File: src/rtl/robot_step_executor.sv
// Robot motion stage: paces steps with a timer, requests one controller command
// per step and applies it to the row/column/orientation pose, refusing illegal moves.
module robot_step_executor #(
  parameter int         STEP_CYCLES = 200000000,
  parameter int         CMD_TIMEOUT = 1024,
  parameter int         ROWS        = 10,
  parameter int         COLS        = 20,
  parameter int         INIT_ROW    = 1,
  parameter int         INIT_COL    = 1,
  parameter logic [1:0] INIT_ORIENT = 2'b00
) (
  input  logic       clock_50,
  input  logic       reset_key,
  output logic       cmd_req,
  input  logic       cmd_valid,
  input  logic [2:0] cmd,
  input  logic       blocked_ahead,
  output logic [5:0] robot_row,
  output logic [5:0] robot_column,
  output logic [1:0] robot_orientation,
  output logic       step_done,
  output logic       clean_pulse,
  output logic       bump,
  output logic       timeout_flag
);

  localparam int TW = $clog2(STEP_CYCLES + 1);
  localparam int CW = $clog2(CMD_TIMEOUT + 1);
  localparam logic [TW-1:0] STEP_LAST = TW'(STEP_CYCLES - 1);
  localparam logic [CW-1:0] CMD_LAST  = CW'(CMD_TIMEOUT - 1);
  localparam logic [5:0]    ROW_MAX   = 6'(ROWS);
  localparam logic [5:0]    COL_MAX   = 6'(COLS);

  localparam logic [1:0] OR_N = 2'b00;
  localparam logic [1:0] OR_S = 2'b01;
  localparam logic [1:0] OR_E = 2'b10;
  localparam logic [1:0] OR_W = 2'b11;

  localparam logic [2:0] CMD_HOLD  = 3'b000;
  localparam logic [2:0] CMD_FWD   = 3'b001;
  localparam logic [2:0] CMD_LEFT  = 3'b010;
  localparam logic [2:0] CMD_RIGHT = 3'b011;
  localparam logic [2:0] CMD_CLEAN = 3'b100;

  typedef enum logic [1:0] {S_WAIT, S_REQUEST, S_EXECUTE, S_DONE} state_t;

  state_t        state;
  logic [TW-1:0] timer;
  logic [CW-1:0] to_cnt;
  logic          to_mark;
  logic [2:0]    cmd_cap;
  logic          blk_cap;
  logic          fwd_ok;

  function automatic logic [1:0] turn_left(input logic [1:0] o);
    case (o)
      OR_N:    turn_left = OR_W;
      OR_W:    turn_left = OR_S;
      OR_S:    turn_left = OR_E;
      default: turn_left = OR_N;
    endcase
  endfunction

  function automatic logic [1:0] turn_right(input logic [1:0] o);
    case (o)
      OR_N:    turn_right = OR_E;
      OR_E:    turn_right = OR_S;
      OR_S:    turn_right = OR_W;
      default: turn_right = OR_N;
    endcase
  endfunction

  // A step ahead is legal only if the target cell stays inside 1..ROWS x 1..COLS.
  function automatic logic in_bounds(input logic [1:0] o, input logic [5:0] r,
                                     input logic [5:0] c);
    case (o)
      OR_N:    in_bounds = (r > 6'd1);
      OR_S:    in_bounds = (r < ROW_MAX);
      OR_E:    in_bounds = (c < COL_MAX);
      default: in_bounds = (c > 6'd1);
    endcase
  endfunction

  always_comb begin
    fwd_ok = in_bounds(robot_orientation, robot_row, robot_column) && !blk_cap;
  end

  always_ff @(posedge clock_50 or negedge reset_key) begin
    if (!reset_key) begin
      state             <= S_WAIT;
      timer             <= '0;
      to_cnt            <= '0;
      to_mark           <= 1'b0;
      cmd_cap           <= CMD_HOLD;
      blk_cap           <= 1'b0;
      robot_row         <= 6'(INIT_ROW);
      robot_column      <= 6'(INIT_COL);
      robot_orientation <= INIT_ORIENT;
      cmd_req           <= 1'b0;
      step_done         <= 1'b0;
      clean_pulse       <= 1'b0;
      bump              <= 1'b0;
      timeout_flag      <= 1'b0;
    end else begin
      step_done    <= 1'b0;
      clean_pulse  <= 1'b0;
      bump         <= 1'b0;
      timeout_flag <= 1'b0;
      case (state)
        S_WAIT: begin
          if (timer == STEP_LAST) begin
            timer   <= '0;
            cmd_req <= 1'b1;
            state   <= S_REQUEST;
          end else begin
            timer <= timer + 1'b1;
          end
        end
        S_REQUEST: begin
          to_cnt <= to_cnt + 1'b1;
          // A command arriving in the expiring cycle takes priority over the timeout.
          if (cmd_valid) begin
            cmd_cap <= cmd;
            blk_cap <= blocked_ahead;
            to_mark <= 1'b0;
            cmd_req <= 1'b0;
            state   <= S_EXECUTE;
          end else if (to_cnt == CMD_LAST) begin
            cmd_cap <= CMD_HOLD;
            blk_cap <= 1'b0;
            to_mark <= 1'b1;
            cmd_req <= 1'b0;
            state   <= S_EXECUTE;
          end
        end
        S_EXECUTE: begin
          case (cmd_cap)
            CMD_FWD: begin
              if (fwd_ok) begin
                case (robot_orientation)
                  OR_N:    robot_row    <= robot_row - 6'd1;
                  OR_S:    robot_row    <= robot_row + 6'd1;
                  OR_E:    robot_column <= robot_column + 6'd1;
                  default: robot_column <= robot_column - 6'd1;
                endcase
              end else begin
                bump <= 1'b1;
              end
            end
            CMD_LEFT:  robot_orientation <= turn_left(robot_orientation);
            CMD_RIGHT: robot_orientation <= turn_right(robot_orientation);
            CMD_CLEAN: clean_pulse <= 1'b1;
            default:   ;
          endcase
          step_done    <= 1'b1;
          timeout_flag <= to_mark;
          state        <= S_DONE;
        end
        S_DONE: begin
          to_cnt <= '0;
          state  <= S_WAIT;
        end
        default: state <= S_WAIT;
      endcase
    end
  end

endmodule

File: config.mk
export PLATFORM = sky130hd
export DESIGN_NAME = robot_step_executor
export DESIGN_NICKNAME = d
export VERILOG_FILES = /design/src/rtl/robot_step_executor.sv
export SDC_FILE = /design/constraint.sdc
export NUM_CORES = 1
export LEC_CHECK = 0
export CORE_MARGIN = 3
export CORE_UTILIZATION = 50
export CTS_CLUSTER_DIAMETER = 200
export DETAILED_ROUTE_END_ITERATION = 8
export DONT_BUFFER_PORTS = 1
export PLACE_DENSITY = 0.68
export SYNTH_ARGS = -nofsm -noshare
export SYNTH_HDL_FRONTEND = slang
export SYNTH_SLANG_ARGS = --single-unit
File: constraint.sdc
create_clock -name clock_50 -period 2 [get_ports clock_50]
set_input_delay 0.4 -clock clock_50 [delete_from_list [all_inputs] [get_ports clock_50]]
set_output_delay 0.4 -clock clock_50 [all_outputs]
set_load 0.005 [all_outputs]
**Run 1: metal 3**

Drawn at 4 px/um.
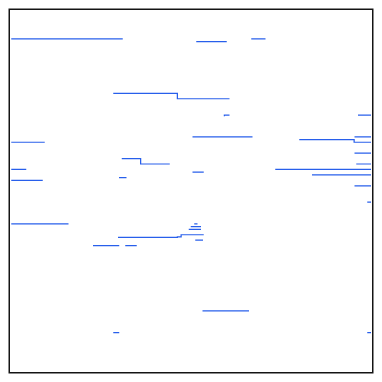
nets with wire on the layer	22
main direction	horizontal

**Run 1: sizing map**

Drawn at 4 px/um.
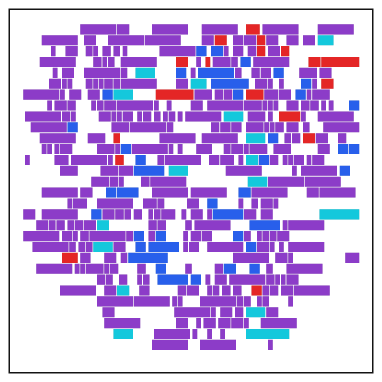
color	size	cells
cyan	_6 and larger	16
blue	_3 and _4 cells	40
red	_2 cells	18
purple	_0 and _1 cells	320
area growth from synthesis to final layout: 17.3%
finished layout cell area: 4190 um^2
bufs w/o clock: 31
final critical-path setup slack: 0.0619 ns

==> metrics.log, run 1 <==
[metrics] run summary
[metrics] pre-CTS worst setup slack: -0.0215 ns
[metrics] worst setup path end: robot_column[4]
[metrics] clk pwr: 1.15 mW
[metrics] Worst Hold Path Cells: 2
[metrics] clock tree buffer count of the final layout: 9
[metrics] final std cells w/o fill: 490
[metrics] required time at the worst-slack endpoint: 2.28 ns
[metrics] remaining global-route overflow: 0
[metrics] Init Core Util: 0.520
[metrics] switching pwr: 1.82 mW
[metrics] CP Capture Type: flop
[metrics] Logic area: 1890 um^2
[metrics] total global routing track utilization: 0.190
[metrics] area of the core: 6870 um^2
[metrics] period utilization: 0.969
[metrics] time the final worst path needs with I/O delays and setup: 1.94 ns
[metrics] highest clock frequency the design can meet: between 0.5 and 0.6 GHz
[metrics] total combinational power: 1.77 mW
[metrics] count of port buffers added during placement: 0
[metrics] GPL Wtd Cong: 0.860
[metrics] clock edge transition at the registers on the reported setup and hold paths: ~0.08 ns
[metrics] commonest non-fill, non-tap cell in the layout: dfrtp_1
[metrics] horizontal extent of the die: 90.5 um
[metrics] combinational share of cell area: 0.452
[metrics] worst setup path startpoint: robot_column[0]
[metrics] PwrDens: around 1200 nW/um^2
[metrics] clock tree sinks: 65
[metrics] WHS Endpoint: cmd_cap[0]
[metrics] Filler Cells Inserted: ~580
[metrics] portion of netlist area occupied by mux cells: 0.0214
[metrics] cell type with the highest aggregate area in the netlist: dfrtp_1
[metrics] area fraction in and, or, nand and nor cells: 0.238
[metrics] result of the run: finished, final reports clean
[metrics] sequential portion of the cell area: 0.389
[metrics] Hold Slack: 0.182 ns
[metrics] CP Data Arrival Time: ~2.2 ns
[metrics] largest net degree at the start of global routing: 66
[metrics] sort of element at the start of the critical path: flop
[metrics] number of enable-type register cells in the synthesized netlist: 0
[metrics] routed wirelength normalized by instance count: 14.9 um
[metrics] setup slack of the most critical reg-to-reg path: 0.06 ns
[metrics] Post CTS Setup Buffer Count: 1
[metrics] main area contributors after synthesis: dfrtp_1, xnor2_1, ha_1
[metrics] number of global-route vias before repair: 2668
[metrics] number of CTS-inserted buffers: 9
[metrics] number of synthesis warnings: 0
[metrics] launch point of the worst hold path: cmd_valid
[metrics] XOR/XNOR Area Share: 0.0981
[metrics] number of maximum-capacitance constraint violations: 0
[metrics] unrepaired setup endpoints after global routing: true
[metrics] detailed placer's ending HPWL: 4990 um
[metrics] Leak Pwr: 1.93 nW
[metrics] number of nets at the end of the flow: 413
**Run 1: cell classes on the final placement**

Drawn at 4 px/um. Fill, decap, tap and diode cells in gray.
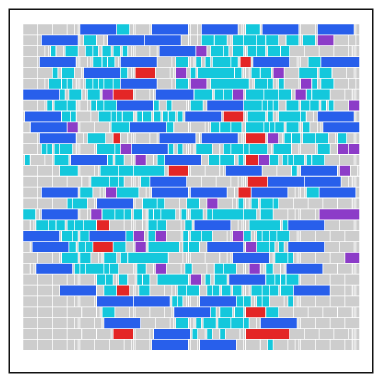
color	class	cells	share of their area
blue	sequential cells	65	40%
cyan	combinational and other logic	282	49%
red	clock drivers and dummy loads	16	5.0%
purple	remaining buffers and delay cells	31	6.5%

==> run 1: worst max-delay path, stage by stage, from the launching register on <==
cell and delay (ns):
dfstp_2 0.55, inv_2 0.04, ha_4 0.15, or2_4 0.26, a311oi_4 0.28, nand3b_1 0.10, buf_4 0.17, nor2_1 0.15
xor2_1 0.16
==> run 1: sequential cells by signal (all words and copies together) (netlist names) <==
register           cells
clean_pulse            1
bump                   1
step_done              1
state                  2
blk_cap                1
cmd_cap                3
to_cnt                11
robot_row              6
timeout_flag           1
to_mark                1
timer                 28
robot_column           6
cmd_req                1
robot_orientation      2
==> run 1: metal layers <==
layer,share of wire,GRT usage,vias up
met5,0,0,-
met3,0.036,0.0525,15
li1,-,-,1315
met2,0.47,0.292,38
met1,0.47,0.258,1280
met4,0.016,0.0651,0
**Run 1: gate families picked out**

Drawn at 4 px/um.
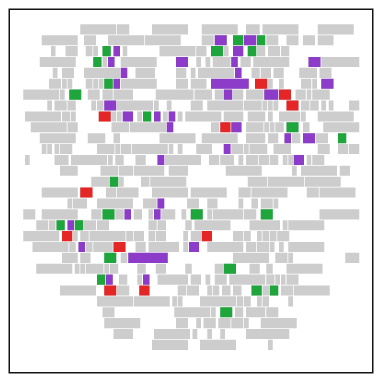

## Run 2: what changed since run 1
--- a/config.mk
+++ b/config.mk
@@ -5,12 +5,15 @@
 export SDC_FILE = /design/constraint.sdc
 export NUM_CORES = 1
 export LEC_CHECK = 0
+export ABC_CLOCK_PERIOD_IN_PS = 2000
 export CORE_MARGIN = 3
 export CORE_UTILIZATION = 50
 export CTS_CLUSTER_DIAMETER = 200
 export DETAILED_ROUTE_END_ITERATION = 8
 export DONT_BUFFER_PORTS = 1
 export PLACE_DENSITY = 0.68
+export SETUP_SLACK_MARGIN = 0.15
+export SKIP_CTS_REPAIR_TIMING = 1
 export SYNTH_ARGS = -nofsm -noshare
 export SYNTH_HDL_FRONTEND = slang
 export SYNTH_SLANG_ARGS = --single-unit
**Run 2: gate families picked out**

Drawn at 4 px/um.
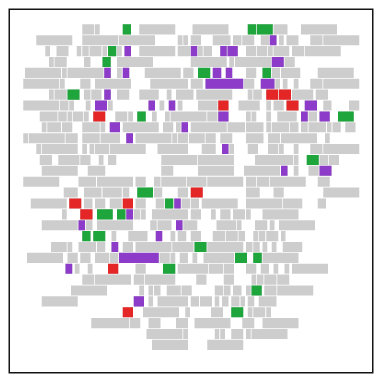
color	family	cells
green	and/or cells	23
purple	aoi and oai cells	35
red	non-inverting ao/oa cells	11
commonest non-fill, non-tap cell in the layout: dfrtp_1
combinational share of cell area: 0.457
final std cells w/o fill: 497

==> run 2 against run 1 <==
Compared with the run above: the run now ends with negative hold slack left; global-route usage decreased by 0.71 points; sequential cell count stayed put; die area unchanged; routed wire length fell by 1.0%; area after synthesis unchanged; via count up 2.0%; fmax is 2.6% higher; register-to-register slack better by 0.05 ns; clock power fell by about 10%; power fell by 1.6%; largest power group unchanged.
==> metrics.log, run 2 <==
[metrics] run summary
[metrics] finished layout cell area: 4260 um^2 (was 4190 um^2)
[metrics] setup violators final: 0 (unchanged)
[metrics] count of port buffers added during placement: 0 (unchanged)
[metrics] horizontal extent of the die: 90.5 um (unchanged)
[metrics] vias per cell: 5.43 (was 5.40)
[metrics] number of synthesis warnings: 0 (unchanged)
[metrics] met2 routed WL: 3470 um (was 3460 um)
[metrics] time the final worst path needs with I/O delays and setup: 1.89 ns (was 1.94 ns)
[metrics] CP Capture Type: flop (unchanged)
[metrics] CP Data Arrival Time: 2.11 ns (was 2.22 ns)
[metrics] XOR/XNOR Area Share: 0.0981 (unchanged)
[metrics] slowest cell on the critical path: dfstp_2 (unchanged)
[metrics] Logic area: 1950 um^2 (was 1890 um^2)
[metrics] clock tree buffer count of the final layout: 12 (was 9)
[metrics] largest register by flop count: timer (unchanged)
[metrics] PwrDens: 1120 nW/um^2 (was 1160 nW/um^2)
[metrics] FFs w/ async S/R, synth: 1.00 (unchanged)
[metrics] drt first-iter violations: 76 (was 150)
[metrics] clock buffer depth: 2 (unchanged)
[metrics] highest clock frequency the design can meet: 0.530 GHz (was 0.516 GHz)
[metrics] grt met2 use: 0.297 (was 0.292)
[metrics] Init Core Util: 0.520 (unchanged)
[metrics] clock edge transition at the registers on the reported setup and hold paths: 0.07 ns (was 0.08 ns)
[metrics] Comb pwr share: 0.377 (was 0.365)
[metrics] cell type with the highest aggregate area in the netlist: dfrtp_1 (unchanged)
[metrics] Non-clock inverters: 22 (unchanged)
[metrics] pre-CTS worst setup slack: -0.00335 ns (was -0.0215 ns)
[metrics] area growth from synthesis to final layout: 19.3% (was 17.3%)
[metrics] violated checks: negative hold slack
[metrics] sequential portion of the cell area: 0.383 (was 0.389)
[metrics] Cell Count Post-Placement: 465 (was 468)
[metrics] bufs w/o clock: 38 (was 31)
[metrics] dominant power group: sequential cells (unchanged)
[metrics] number of enable-type register cells in the synthesized netlist: 0 (unchanged)
[metrics] remaining global-route overflow: 0 (unchanged)
[metrics] die outline height: 90.5 um (unchanged)
[metrics] required time at the worst-slack endpoint: 2.23 ns (was 2.28 ns)
[metrics] total DRC errors in the routed layout: 0 (unchanged)
[metrics] main area contributors after synthesis: dfrtp_1, xnor2_1, ha_1 (unchanged)
[metrics] portion of netlist area occupied by mux cells: 0.0214 (unchanged)
[metrics] met1 GRT Util: 0.232 (was 0.258)
[metrics] setup slack of the most critical reg-to-reg path: 0.11 ns (was 0.06 ns)
[metrics] result of the run: finished with violations (was finished, final reports clean)
[metrics] total global routing track utilization: 0.183 (was 0.190)
[metrics] GRT Max-Usage Layer: met2 (unchanged)
[metrics] clock tree sinks: 65 (unchanged)
[metrics] number of nets at the end of the flow: 420 (was 413)
[metrics] Die Footprint: 8190 um^2 (unchanged)
[metrics] dpl cell area: 3840 um^2 (about the same)
[metrics] clk pwr: 1.03 mW (was 1.15 mW)
[metrics] Min-Delay Path Class: in -> async (was in -> reg)
[metrics] detailed-routing wirelength on met1: 3300 um (was 3460 um)
[metrics] area of the core: 6870 um^2 (unchanged)
[metrics] Final Max Tran Viols: 0 (unchanged)
[metrics] final critical-path setup slack: 0.112 ns (was 0.0619 ns)
[metrics] antenna fix cells: 0 (unchanged)
[metrics] largest net degree at the start of global routing: 66 (unchanged)
[metrics] number of CTS-inserted buffers: 9 (unchanged)
[metrics] sort of element at the start of the critical path: flop (unchanged)
[metrics] post-synthesis average cell area: 10.0 um^2 (unchanged)
[metrics] Hold Slack: -0.252 ns (was 0.182 ns)
[metrics] internal power contribution: 3.03 mW (about the same)
[metrics] number of maximum-capacitance constraint violations: 0 (unchanged)
[metrics] Largest type area fraction: 0.441 (unchanged)
[metrics] GPL Wtd Cong: 0.811 (was 0.860)
[metrics] Final Hold Viols: 65 (was 0)
[metrics] Leak Pwr: 1.93 nW (about the same)
[metrics] flip-flop count of the largest register after layout: 28 (unchanged)
[metrics] Filler Cells Inserted: 561 (was 576)
[metrics] switching pwr: 1.75 mW (was 1.82 mW)
[metrics] global-route met3 utilization: 0.0583 (was 0.0525)
[metrics] fraction of layout instances using a drive strength above 1: 0.232 (was 0.188)
[metrics] Max Used Layer: met4 (unchanged)
[metrics] wire length on met3: 365 um (was 260 um)
[metrics] standard-cell row count: 30 (unchanged)
[metrics] area fraction in and, or, nand and nor cells: 0.238 (unchanged)
[metrics] routed wirelength normalized by instance count: 14.6 um (was 14.9 um)
[metrics] unrepaired setup endpoints after global routing: true (unchanged)
[metrics] biggest cell delay along the critical path: 0.56 ns (was 0.55 ns)
[metrics] most frequent logic cells in the routed design: dfrtp_1, buf_4, nor2_1 (was dfrtp_1, nor2_1, nand2_1)
[metrics] registers with the most flip-flops: timer (28), to_cnt (11) (unchanged)
[metrics] actual transition at the worst max-transition pin: 0.450 ns (was 0.433 ns)
[metrics] period utilization: 0.944 (was 0.969)
[metrics] series of cell instances along the critical path: inv_2, ha_4, or2_4, a311oi_4, nand3b_1, buf_4, nand2_1, o21ai_1 (was inv_2, ha_4, or2_4, a311oi_4, nand3b_1, buf_4, nor2_1, xor2_1)
[metrics] total combinational power: 1.80 mW (was 1.77 mW)
[metrics] number of global-route vias before repair: 2621 (was 2668)
[metrics] distinct lib cells: 53 (unchanged)
[metrics] detailed placer's ending HPWL: 4850 um (was 4990 um)
==> run 2: cell count changes in the layout (fill, tap and decap cells not counted), moves of 3 or more <==
cell,before,now
buf_4,27,36
inv_6,3,0
nor3_1,11,8
nor3_2,1,4
==> run 2: how the worst max path moves through the flow <==
stage,from,end,cells after the start
global placement,robot_column[0],robot_row[2],7
global route,state[0],robot_column[5],7
floorplan,robot_column[0],robot_row[4],7
finish,robot_column[0],robot_column[1],8
detailed placement,state[0],robot_column[3],7
CTS,state[0],robot_column[3],7
==> run 2: critical path: cells and delay by family, from the launching register on <==
family          cells  cell delay, ns
flops               1            0.56
simple gates        3            0.52
compound gates      2            0.29
buf+inv             2            0.26
fa+ha+maj           1            0.15
**Run 2: cell classes on the final placement**

Drawn at 4 px/um. Fill, decap, tap and diode cells in gray.
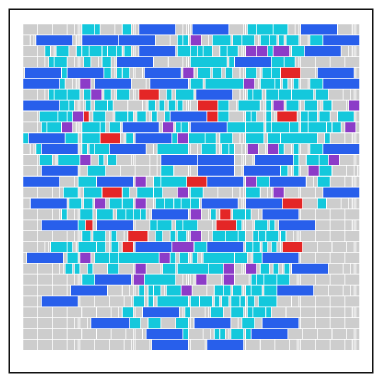

## Run 3: what changed since run 2
--- a/config.mk
+++ b/config.mk
@@ -5,15 +5,15 @@
 export SDC_FILE = /design/constraint.sdc
 export NUM_CORES = 1
 export LEC_CHECK = 0
-export ABC_CLOCK_PERIOD_IN_PS = 2000
 export CORE_MARGIN = 3
 export CORE_UTILIZATION = 50
 export CTS_CLUSTER_DIAMETER = 200
 export DETAILED_ROUTE_END_ITERATION = 8
 export DONT_BUFFER_PORTS = 1
 export PLACE_DENSITY = 0.68
-export SETUP_SLACK_MARGIN = 0.15
+export SETUP_SLACK_MARGIN = 0.4
 export SKIP_CTS_REPAIR_TIMING = 1
 export SYNTH_ARGS = -nofsm -noshare
 export SYNTH_HDL_FRONTEND = slang
 export SYNTH_SLANG_ARGS = --single-unit
+export TNS_END_PERCENT = 50
**Run 3: cell classes on the final placement**

Drawn at 4 px/um. Fill, decap, tap and diode cells in gray.
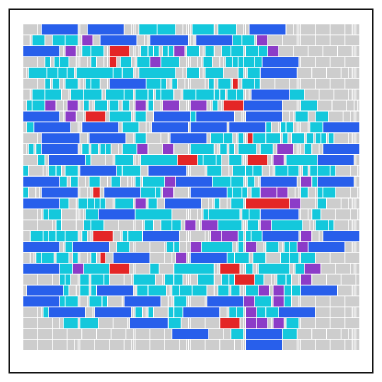
area of the core: 6870 um^2
sequential portion of the cell area: 0.373
share of the core filled with cells: 0.640
finished layout cell area: 4390 um^2
standard-cell row count: 30

==> run 3 against run 2 <==
Compared with the run above: the run still ends with negative hold slack left; utilization is 1.9 points higher; final cell count grew 1.4%; sequential cell count unchanged; global-route usage down 0.22 points; clock power rose by 6%; combinational power up 5%; via count down 0.30%; power rose by 3.9%; critical path type unchanged; largest cell class unchanged.
==> metrics.log, run 3 <==
[metrics] run summary
[metrics] vias per cell: 5.34 (was 5.43)
[metrics] Die Footprint: 8190 um^2 (unchanged)
[metrics] count of port buffers added during placement: 0 (unchanged)
[metrics] most frequent logic cells in the routed design: dfrtp_1, buf_4, nor2_1 (unchanged)
[metrics] clk pwr: 1.09 mW (was 1.03 mW)
[metrics] clock edge transition at the registers on the reported setup and hold paths: 0.07 ns (about the same)
[metrics] number of enable-type register cells in the synthesized netlist: 0 (unchanged)
[metrics] total combinational power: 1.89 mW (was 1.80 mW)
[metrics] required time at the worst-slack endpoint: 2.22 ns (was 2.23 ns)
[metrics] final std cells w/o fill: 504 (was 497)
[metrics] Init Core Util: 0.520 (unchanged)
[metrics] wire length on met3: 241 um (was 365 um)
[metrics] die outline height: 90.5 um (unchanged)
[metrics] Largest type area fraction: 0.441 (unchanged)
[metrics] Cell Count Post-Placement: 464 (was 465)
[metrics] Hold Slack: -0.247 ns (was -0.252 ns)
[metrics] post-synthesis average cell area: 10.0 um^2 (unchanged)
[metrics] result of the run: finished with violations (unchanged)
[metrics] sort of element at the start of the critical path: flop (unchanged)
[metrics] total global routing track utilization: 0.180 (was 0.183)
[metrics] detailed placer's ending HPWL: 4780 um (was 4850 um)
[metrics] violated checks: negative hold slack (unchanged)
[metrics] pre-CTS worst setup slack: 0.0289 ns (was -0.00335 ns)
[metrics] GRT Max-Usage Layer: met2 (unchanged)
[metrics] met1 GRT Util: 0.260 (was 0.232)
[metrics] XOR/XNOR Area Share: 0.0981 (unchanged)
[metrics] registers with the most flip-flops: timer (28), to_cnt (11) (unchanged)
[metrics] Max Used Layer: met4 (unchanged)
[metrics] distinct lib cells: 53 (unchanged)
[metrics] portion of netlist area occupied by mux cells: 0.0214 (unchanged)
[metrics] series of cell instances along the critical path: inv_2, ha_4, or2_4, a311oi_2, buf_4, o31a_1, buf_6, o21ai_2, xnor2_1 (was inv_2, ha_4, or2_4, a311oi_4, nand3b_1, buf_4, nand2_1, o21ai_1)
[metrics] flip-flop count of the largest register after layout: 28 (unchanged)
[metrics] cell type with the highest aggregate area in the netlist: dfrtp_1 (unchanged)
[metrics] crit-path leading delay family: flip-flops (unchanged)
[metrics] Comb pwr share: 0.381 (was 0.377)
[metrics] setup violators final: 0 (unchanged)
[metrics] drt first-iter violations: 140 (was 76)
[metrics] area fraction in and, or, nand and nor cells: 0.238 (unchanged)
[metrics] number of CTS-inserted buffers: 9 (unchanged)
[metrics] clock buffer depth: 2 (unchanged)
[metrics] clock tree buffer count of the final layout: 13 (was 12)
[metrics] highest clock frequency the design can meet: 0.516 GHz (was 0.530 GHz)
[metrics] setup slack of the most critical reg-to-reg path: 0.06 ns (was 0.11 ns)
[metrics] remaining global-route overflow: 0 (unchanged)
[metrics] number of synthesis warnings: 0 (unchanged)
[metrics] dominant power group: sequential cells (unchanged)
[metrics] final critical-path setup slack: 0.0604 ns (was 0.112 ns)
[metrics] number of global-route vias before repair: 2506 (was 2621)
[metrics] Final Hold Viols: 65 (unchanged)
## run 3: cell counts after synthesis
No cell type changed its count.
## run 3: metrics by stage
stage / cell area, um^2 / hold WS (ns)
floorplan: 3650 / 0.104
global placement: 3870 / 0.107
finish: 4390 / -0.247
detailed placement: 3870 / 0.107
global route: 4390 / -0.274
CTS: 4060 / -0.265
## run 3: worst max-delay path by stage
stage / to / slack (ns) / cells past startpoint
CTS: robot_row[4] / 0.02 / 7
finish: robot_row[5] / 0.06 / 9
global route: robot_row[5] / 0.005 / 9
global placement: robot_row[4] / 0.07 / 7
detailed placement: robot_row[5] / 0.03 / 7
floorplan: robot_row[4] / 0.13 / 7
Power figures rest on the tool's default switching activity, not on a simulated workload.
